Design ptw_ml, sky130hd; sources not shown.
run_1/clocks.png
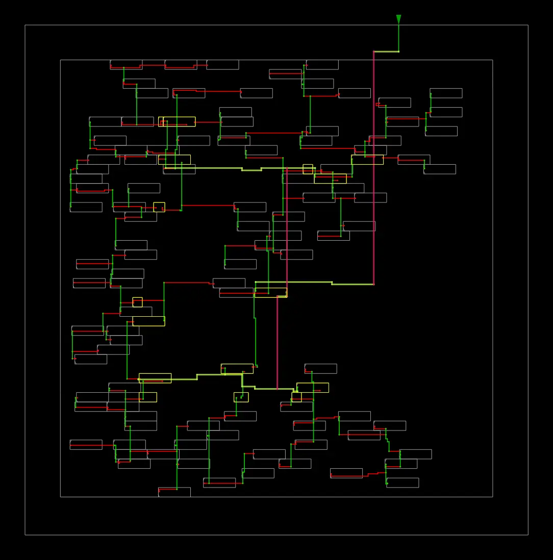
flop count: 102
CTS Buf Count: 9
clk sinks: 102
# clk buffers: 11

run_1/wires.png
Two of the layers only.
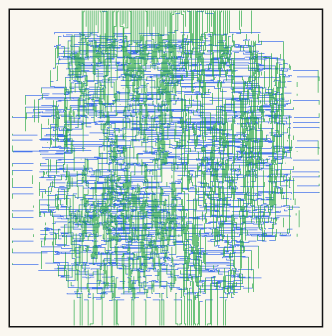
Key: green = metal 2 [wire length 11,300 um]; blue = metal 1 [wire length 10,500 um]
Vias: 7,597
Total GRT Usage: 0.2181
final WL: 24,000 um
wire length per cell: 16.60 um

run_1/detail.png
Region (16, 90) to (56, 130) um. Cells in grey, sequential cells in the stronger grey; small squares are vias.
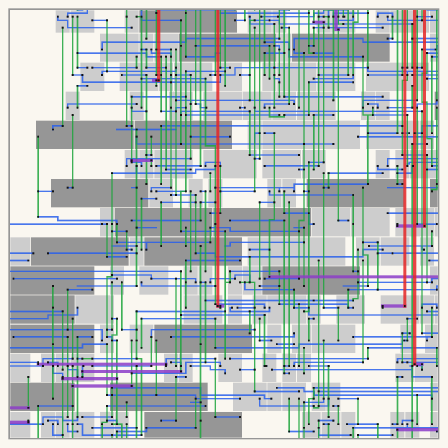
Key: blue = metal 1; purple = metal 3; red = metal 4; green = metal 2
Sequential cells in the window: 19. Most frequent: nand2_1 (44), clkdlybuf4s50_1 (25), dfrtp_1 (19). 133 logic cells have their middle in the window.

==> metrics.yaml, run 1 <==
final_layout:
  fill_cells: 1357
  postLayoutCoreUtil: 0.6530
  diodes: 0
floorplanning:
  coreArea_um2: 15480
  boundaryPins: 174
  die_h_um: 146
min_path:
  hold_path.class: "reg -> reg"
yosys:
  yosys.cell_types.count: 43
  largest_area_cell: "dfrtp_1"
  yosys-top-cells-area: "dfrtp_1 (37%), nand2_1 (16%), nor2_1 (6.8%), inv_1 (5.8%), o21ai_0 (5.2%)"
  ys.flops: 102
  edf_count: 0
  ys_cells: 1019
  syn-num-nets: 1140
  syn_area_um2: 6912
  async_flop_share: 1.000
sta:
  slew_headroom: 0.3798
  grt_setup_unrepaired: "yes"
  worstMarginPinSlew_ps: 927.6
  fmax_mhz: 238.9
  setup_tns_ps: 0
global_route:
  top_usage_layer: "met2"
cts:
  cts_tree: "done"
  clk_pin_slew_ps: 80
  post-cts-setup-buffers: 1
  htreeDepth: 3
  cts_buffer_depth: 2
  root_buffer: "clkbuf_16"
placed_design:
  dpl.hpwl_um: 18340
  gp_congestion: 0.9602
drt:
  top_layer_used: "met4"
  dr_wl_met3_um: 1490
  dr.pass1.iters: 5
power_and_ir_drop:
  ir_worst_vdd_uv: 460.9
  p_leak_nw: 4.879
  fin_total_pwr_mw: 9.192
run:
  cap_violations: 0
status:
  status: "finished clean"
worst_setup_path:
  crit_path_max_fanout: 7
  max_stage_delay_ps: 470
  cp.buffers_inverters: 6
  rrSetupSlack_ps: 1110
  crit_chain: "inv_2, ha_4, buf_8, nor2_4, inv_2, buf_4, o22ai_1, nor2_1, a21oi_2, ha_4, nand2_2, inv_1, nand2_1, nand2_1, nand2_2, nand3_4, nand2_2, nand2_1, nand2_1, nand2_2, nor2_4, buf_6"
  crit_required_ps: 3460
run 1: synthesized netlist by cell type, types with 2 or more instances:
cell	n
clkbuf_1	19
mux2_2	10
nor3_1	6
dfrtp_1	102
o21ai_0	72
ha_1	18
o22ai_1	6
o211ai_1	9
nand3_1	70
buf_6	3
nor2_1	126
or2_2	3
buf_4	5
inv_1	107
a31oi_1	13
xor2_1	3
buf_2	18
o21ai_2	4
nand2_1	289
o21ai_1	7
inv_2	6
a21oi_1	58
and2_1	2
buf_1	4
nand4_1	35
xnor2_1	3
o21bai_1	2
o211ai_2	4
run 1: cell type report:
| type | instances | area [um2] | area share |
|---|---|---|---|
| clock buffers | 11 | 242.7 | 0.02401 |
| clock inverters | 5 | 42.54 | 0.004208 |
| inverters | 114 | 435.4 | 0.04307 |
| multi-input cells | 754 | 4116 | 0.4072 |
| flip-flops and latches | 102 | 2554 | 0.2526 |
| well taps | 192 | 240.2 | 0.02376 |
| repair buffers | 268 | 2479 | 0.2452 |
run 1: kinds of logic after synthesis:
group,after synthesis,share of synthesized area
fa+ha+maj,19,0.03548
flops,102,0.3693
xor+xnor,6,0.007605
simple gates,539,0.3255
mux,10,0.01629
buf+inv,163,0.09776
compound gates,180,0.1481
run 1: power by group:
group	leakage (nW)	internal [mW]	switching [mW]
clock	0.130	0.414	0.391
combinational	3.50	2.96	3.82
sequential	1.25	1.31	0.306
total	4.88	4.68	4.52
run 1: tightest hold or removal path: stages, from the launching register on:
cell and delay [ps]:
dfrtp_1 350, nand2_1 50, nand2_1 50
run 1: cell usage in the layout (no fill, tap or decap), drive strengths merged, types with 18 or more instances in the layout:
cell type      count
inv              115
dfrtp            102
clkdlybuf4s50    146
buf              118
nor2             128
o21ai             83
a21oi             59
nand4             35
ha                18
nand2            290
nand3             71
==> inputs of run 2 (changes only) <==
Settings changed: CAP_MARGIN 15 to 20.
run_2/detail.png
Region (16, 90) to (56, 130) um. Cells in grey, sequential cells in the stronger grey; small squares are vias.
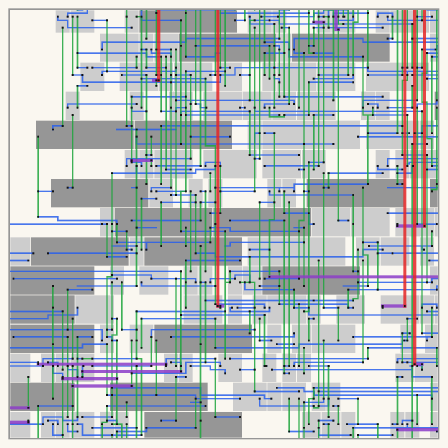
Key: purple = metal 3; blue = metal 1; green = metal 2; red = metal 4
Sequential cells in the window: 19. Most frequent: nand2_1 (44), clkdlybuf4s50_1 (25), dfrtp_1 (19). 133 logic cells have their middle in the window.

==> run 2 against run 1 <==
Against the previous run:
- via count unchanged
- utilization unchanged
- non-clock buffer count unchanged
- synthesized cell count unchanged
==> metrics.yaml, run 2 <==
cts:
  cts_tree: "done"
  root_buffer: "clkbuf_16"
  cts-buffers-inserted: 9
  clk_pin_slew_ps: 80
sta:
  worstMarginPinSlew_ps: 927.6
  fmax_mhz: 238.9
  setup_tns_ps: 0
  grt_setup_unrepaired: "yes"
status:
  status: "finished clean"
yosys:
  most_common_cell: "nand2_1"
  edf_count: 0
  syn-num-nets: 1140
final_layout:
  fill_cells: 1357
  layout_top_cell: "nand2_1"
  seq_area_um2: 2554
worst_setup_path:
  cp.buffers_inverters: 6
  crit_path_max_fanout: 7
  max_stage_delay_ps: 470
power_and_ir_drop:
  p_leak_nw: 4.879
run:
  cap_violations: 0
min_path:
  hold_path.class: "reg -> reg"
run_2/io_fan.png
The bar under the picture is 50 um long.
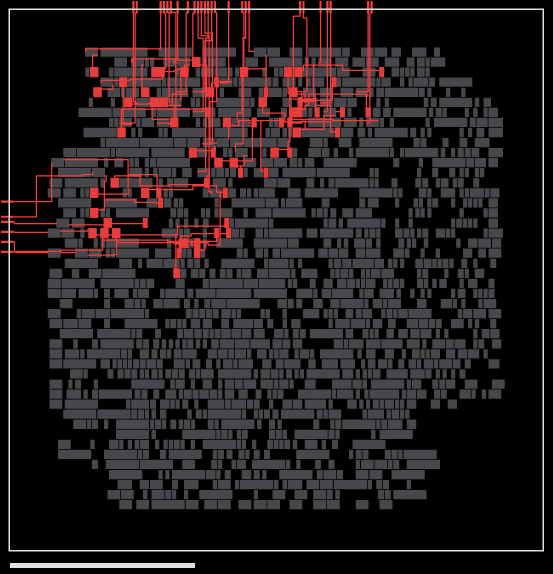
Key: red = mem_data_i [bits 32, direction input, end cells 66, buffers 32, wire 1,680 um]
port bufs: 173
IO Count: 174

[run 2: cell counts in the layout (fill, tap and decap cells not counted)]
Identical to the previous run, type by type.
[run 2: metrics by stage]
step                setup WS (ps)  hold WS, ps
global placement           -155.7        262.9
finish                      124.5        284.7
detailed placement         -213.5        265.7
CTS                         2.204        285.9
global route               -85.02        299.7
floorplan                  -17.75        279.7
[run 2: tightest hold or removal path: stages, from the launching register on]
cell	delay [ps]
dfrtp_1	350
nand2_1	50
nand2_1	50
[run 2: cell families after synthesis]
logic type               share of synthesized area
XOR/XNOR                                  0.007605
adder cells (fa/ha/maj)                    0.03548
AND/OR/NAND/NOR                             0.3255
multiplexers                               0.01629
AND-OR/OR-AND                               0.1481
buffers and inverters                      0.09776
flip-flops                                  0.3693
[run 2: what timing repair did]
action                     in CTS  in global routing
setup buffers                   1                 14
setup endpoints to repair      28                 29
resized                       111                165
pin swaps                       4                 58
gates cloned                    0                  2
[run 2: cell type report]
| cell class | instances | area share |
|---|---|---|
| repair buffers | 268 | 0.2452 |
| inverters | 114 | 0.04307 |
| flip-flops and latches | 102 | 0.2526 |
| well taps | 192 | 0.02376 |
| clock inverters | 5 | 0.004208 |
| multi-input cells | 754 | 0.4072 |
| clock buffers | 11 | 0.02401 |
[run 2: layer usage]
metal	track usage	share of wire	routed length, um	vias up
met2	0.3529	0.47	11300	253
li1	-	-	-	3786
met1	0.2803	0.44	10470	3509
met3	0.04243	0.062	1490	49
met5	0	0	0	-
met4	0.07967	0.031	745	0
[run 2: where the power goes]
part | internal [mW] | leakage, nW | switching, mW
registers | 1.31 | 1.25 | 0.306
clock network | 0.414 | 0.130 | 0.391
logic | 2.96 | 3.50 | 3.82
total | 4.68 | 4.88 | 4.52
Power is estimated from default activity; no workload was simulated.
